[src/rtl/cache_controller.sv]
// Processor-side MSI snooping cache controller: a small direct-mapped cache that
// issues readMiss/writeBack/writeMiss on a granted bus slot and answers snoops.
module cache_controller #(
  parameter int LINES = 4
) (
  input  logic       clock,
  input  logic       reset,
  input  logic       cpuReq,
  input  logic       cpuWrite,
  input  logic [2:0] cpuAddr,
  input  logic [3:0] cpuWdata,
  output logic       cpuReady,
  output logic [3:0] cpuRdata,
  output logic       busReq,
  input  logic       busGrant,
  output logic       busValid,
  output logic [8:0] busOut,
  input  logic [8:0] memOut,
  input  logic       snoopValid,
  input  logic [8:0] snoopIn,
  output logic [3:0] dbgState
);
  localparam int IW = $clog2(LINES);

  typedef enum logic [3:0] {
    IDLE      = 4'd0,
    VWB_REQ   = 4'd1,
    VWB_ISSUE = 4'd2,
    RM_REQ    = 4'd3,
    RM_ISSUE  = 4'd4,
    WM_REQ    = 4'd5,
    WM_ISSUE  = 4'd6,
    SWB_REQ   = 4'd7,
    SWB_ISSUE = 4'd8,
    DONE      = 4'd9
  } state_t;

  typedef enum logic [1:0] {MSI_I = 2'd0, MSI_S = 2'd1, MSI_M = 2'd2} msi_t;

  state_t            r_state, w_next;
  logic [2:0]        r_tag  [LINES];
  logic [3:0]        r_data [LINES];
  msi_t              r_msi  [LINES];
  logic              r_swb_pend, r_swb_inv;
  logic [IW-1:0]     r_swb_idx;
  logic [8:0]        r_bus_out;
  logic              r_bus_valid;

  logic [IW-1:0]     w_idx, w_sidx;
  logic              w_hit, w_issue, w_snoop_act, w_snoop_wb, w_snoop_inv, w_swb;
  logic              w_unused;

  assign w_idx   = cpuAddr[IW-1:0];
  assign w_sidx  = snoopIn[4 +: IW];
  assign w_hit   = (r_msi[w_idx] != MSI_I) && (r_tag[w_idx] == cpuAddr);
  assign w_issue = (r_state == VWB_ISSUE) || (r_state == RM_ISSUE) ||
                   (r_state == WM_ISSUE)  || (r_state == SWB_ISSUE);

  // Snoops are ignored while we own the bus (our own ISSUE cycle).
  assign w_snoop_act = snoopValid && !w_issue && (r_msi[w_sidx] != MSI_I) &&
                       (r_tag[w_sidx] == snoopIn[6:4]);
  assign w_snoop_wb  = w_snoop_act && (r_msi[w_sidx] == MSI_M) &&
                       ((snoopIn[8:7] == 2'd0) || (snoopIn[8:7] == 2'd2));
  assign w_snoop_inv = w_snoop_act && (r_msi[w_sidx] == MSI_S) && (snoopIn[8:7] == 2'd2);
  assign w_swb       = r_swb_pend || w_snoop_wb;
  assign w_unused    = ^{memOut[8:4], snoopIn[3:0]};

  always_comb begin
    w_next = r_state;
    case (r_state)
      IDLE: begin
        if (w_swb)                                       w_next = SWB_REQ;
        else if (cpuReq && w_hit)                        w_next = (!cpuWrite || r_msi[w_idx] == MSI_M) ? DONE : WM_REQ;
        else if (cpuReq && r_msi[w_idx] == MSI_M)        w_next = VWB_REQ;
        else if (cpuReq)                                 w_next = cpuWrite ? WM_REQ : RM_REQ;
      end
      VWB_REQ:   if (w_swb) w_next = SWB_REQ; else if (busGrant) w_next = VWB_ISSUE;
      RM_REQ:    if (w_swb) w_next = SWB_REQ; else if (busGrant) w_next = RM_ISSUE;
      WM_REQ:    if (w_swb) w_next = SWB_REQ; else if (busGrant) w_next = WM_ISSUE;
      SWB_REQ:   if (busGrant) w_next = SWB_ISSUE;
      VWB_ISSUE: w_next = cpuWrite ? WM_REQ : RM_REQ;
      RM_ISSUE:  w_next = DONE;
      WM_ISSUE:  w_next = DONE;
      SWB_ISSUE: w_next = IDLE;
      DONE:      w_next = IDLE;
      default:   w_next = IDLE;
    endcase
  end

  always_ff @(posedge clock) begin
    if (reset) begin
      r_state     <= IDLE;
      r_swb_pend  <= 1'b0;
      r_swb_inv   <= 1'b0;
      r_swb_idx   <= '0;
      r_bus_out   <= 9'h180;
      r_bus_valid <= 1'b0;
      for (int i = 0; i < LINES; i++) begin
        r_tag[i]  <= 3'd0;
        r_data[i] <= 4'd0;
        r_msi[i]  <= MSI_I;
      end
    end else begin
      r_state <= w_next;
      if (w_snoop_inv) r_msi[w_sidx] <= MSI_I;
      if (w_snoop_wb) begin
        r_swb_pend <= 1'b1;
        r_swb_inv  <= (snoopIn[8:7] == 2'd2);
        r_swb_idx  <= w_sidx;
      end
      case (r_state)
        IDLE:      if (w_next == DONE && cpuWrite) r_data[w_idx] <= cpuWdata;
        VWB_ISSUE: r_msi[w_idx] <= MSI_I;
        RM_ISSUE: begin
          r_tag[w_idx]  <= cpuAddr;
          r_data[w_idx] <= memOut[3:0];
          r_msi[w_idx]  <= MSI_S;
        end
        WM_ISSUE: begin
          r_tag[w_idx]  <= cpuAddr;
          r_data[w_idx] <= cpuWdata;
          r_msi[w_idx]  <= MSI_M;
        end
        SWB_ISSUE: begin
          r_msi[r_swb_idx] <= r_swb_inv ? MSI_I : MSI_S;
          r_swb_pend       <= 1'b0;
        end
        default: ;
      endcase
      // Bus command is registered on entry to an ISSUE state so it is stable for that whole cycle.
      r_bus_valid <= 1'b0;
      r_bus_out   <= 9'h180;
      case (w_next)
        VWB_ISSUE: begin r_bus_valid <= 1'b1; r_bus_out <= {2'd1, r_tag[w_idx], r_data[w_idx]}; end
        RM_ISSUE:  begin r_bus_valid <= 1'b1; r_bus_out <= {2'd0, cpuAddr, 4'd0}; end
        WM_ISSUE:  begin r_bus_valid <= 1'b1; r_bus_out <= {2'd2, cpuAddr, cpuWdata}; end
        SWB_ISSUE: begin r_bus_valid <= 1'b1; r_bus_out <= {2'd1, r_tag[r_swb_idx], r_data[r_swb_idx]}; end
        default: ;
      endcase
    end
  end

  assign busReq   = (r_state == VWB_REQ) || (r_state == RM_REQ) || (r_state == WM_REQ) ||
                    (r_state == SWB_REQ) || w_issue;
  assign busValid = r_bus_valid;
  assign busOut   = r_bus_out;
  assign cpuReady = (r_state == DONE);
  assign cpuRdata = (r_state == DONE) ? r_data[w_idx] : 4'd0;
  assign dbgState = r_state;
endmodule

[config.mk]
export PLATFORM = sky130hd
export DESIGN_NAME = cache_controller
export DESIGN_NICKNAME = d
export VERILOG_FILES = /design/src/rtl/cache_controller.sv
export SDC_FILE = /design/constraint.sdc
export NUM_CORES = 1
export LEC_CHECK = 0
export ABC_AREA = 1
export ABC_CLOCK_PERIOD_IN_PS = 3500
export CORE_AREA = 2 2 98 100
export CTS_CLUSTER_DIAMETER = 80
export DETAILED_ROUTE_END_ITERATION = 10
export DIE_AREA = 0 0 100 102
export DONT_BUFFER_PORTS = 1
export SETUP_SLACK_MARGIN = 0.15
export SLEW_MARGIN = 20
export SYNTH_ARGS = -nofsm -noshare
export SYNTH_HDL_FRONTEND = slang
export SYNTH_SLANG_ARGS = --single-unit
[constraint.sdc]
create_clock -name clock -period 3.5 [get_ports clock]
set_clock_uncertainty 0.1 [all_clocks]
set_input_delay 0.7 -clock clock [delete_from_list [all_inputs] [get_ports clock]]
set_output_delay 0.7 -clock clock [all_outputs]
set_load 0.01 [all_outputs]
Metal 2:
Cells faint in the background.
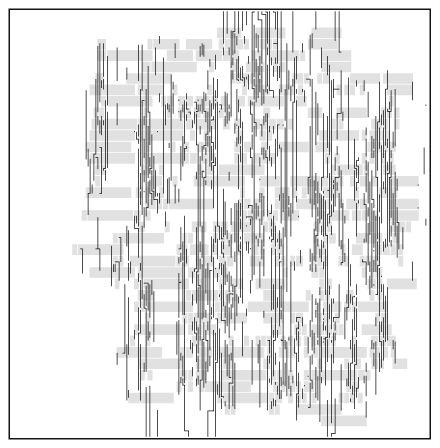
nets with wire on the layer: 411
main direction: vertical
longest straight run: 59.2 microns
wire length on this layer: 4380 microns
share of all routed wire: 48%
drt total wl: 9080 microns
via count: 3149
met2 GRT Util: 0.322

Signal wires on met4:
Scale bar: 20 microns. Cells faint in the background.
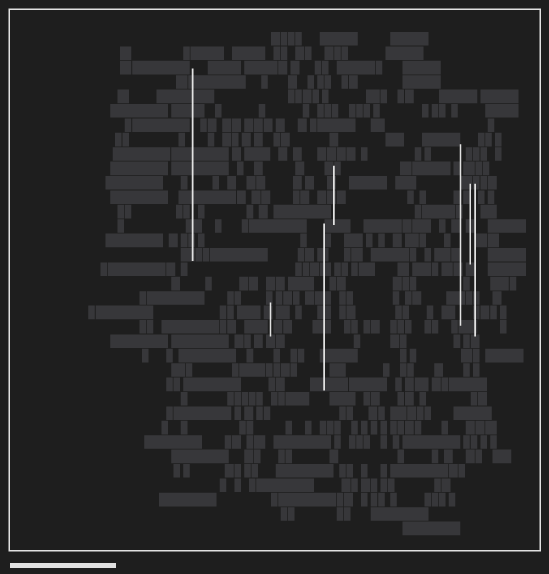
wire length on this layer: 162 microns
longest straight run: 36.0 microns
nets with wire on the layer: 6
main direction: vertical
share of all routed wire: 1.8%

Sizing map:
Scale bar: 20 microns.
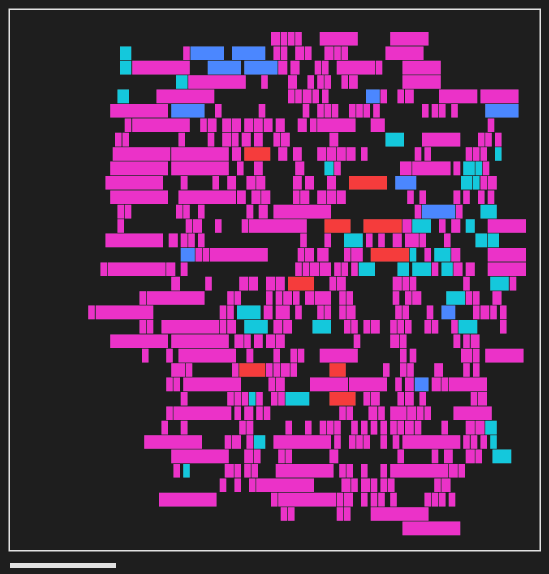
legend:
  red:
    size: _6 and larger
    cells: 9
    share: 1.8%
  blue:
    size: _3 and _4 cells
    cells: 12
    share: 2.4%
  cyan:
    size: _2 cells
    cells: 36
    share: 7.3%
  magenta:
    size: _0 and _1 cells
    cells: 436
    share: 88%
Non-clk bufs: 4
design area: 0.00378 sq mm
post-route worst setup slack: 575 ps

Clock nets:
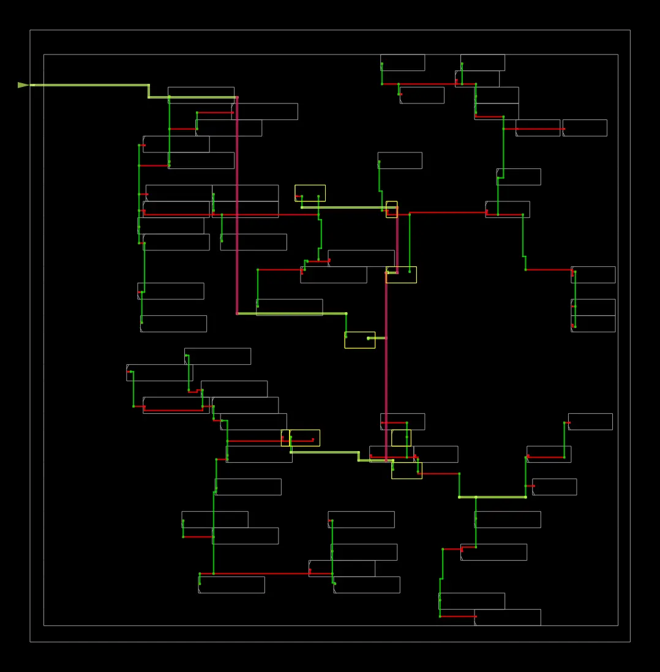
clk sinks: 56
clock buffer count from CTS: 5
Clk. pwr: 0.000358 W

==> impl_metrics.json <==
{
  "ir_drop_uv": 203,
  "synthTopLogicFamily": "simple AND/OR/NAND/NOR gates",
  "worstSkewPairLatency_ps": 310,
  "crit_fanout": 11,
  "fin_util": 0.415,
  "grt_pass1_wl_microns": 14900,
  "synth_area_sq_mm": 0.00361,
  "r2r_setup_slack_ps": 580,
  "reg2reg_depth": 12,
  "grt_use_met3": 0.0349,
  "slew_headroom": 0.548,
  "nClkBuffers": 5,
  "comb.multi_input.count": 347,
  "min_from": "reset",
  "drc": 0,
  "area_growth_pct": 4.82,
  "rr_endpoint": "r_data[1][3]$_SDFFCE_PN0P_",
  "critPathTopFamily": "simple AND/OR/NAND/NOR gates",
  "ys_sh_simple": 0.361,
  "root_buffer": "clkbuf_8",
  "track_usage": 0.188,
  "wl_met2_microns": 4380,
  "path_cells": "nand3_4 > nand4_1 > nor2_2 > nand3_2 > nand2_1 > nor2_1 > nand3_1 > nand3_2 > nand2_4 > nand2_8 > nand2_1 > o21ai_1",
  "regMostFlops": "r_data",
  "drive_gt1_frac": 0.116,
  "wl_per_cell_microns": 15.0,
  "power-per-cell-area_mw_per_mm2": 578,
  "hold_class": "input pin to flop",
  "openroad.warnings": 35,
  "taps": 111,
  "endpoint": "r_data[1][3]$_SDFFCE_PN0P_",
  "ant_nets": 0,
  "run_status": "finished clean",
  "layout_top_cell": "nand2_1",
  "grt_use_met1": 0.236,
  "worst_pin_slew_ps": 678,
  "post-place-ws_ps": 390,
  "yosys-stat-cells": 493,
  "cts.hold.buffers_added": 0,
  "port-buffer-count": 0,
  "stdcell_count": 604,
  "postCtsSetupBuffers": 0,
  "crit_slowest_cell": "dfxtp_1",
  "grt_pass1_vias": 3020,
  "adder_share": 0,
  "seq_share": 0.392,
  "holdWs_ps": 336,
  "finalHoldViolCount": 0,
  "highest_layer": "met4",
  "core_area_sq_mm": 0.00911,
  "setup-violations-final": 0,
  "fp-row-count": 35,
  "max_freq_mhz": 342,
  "tns_ps": 0,
  "antenna_found_initial": 0,
  "worst_setup_path_start_kind": "flop",
  "largest_class": "logic gates",
  "rr_startpoint": "dbgState[2]$_SDFF_PP0_",
  "postSynthSeqShare": 0.410
}
Power figures rest on the tool's default switching activity, not on a simulated workload.
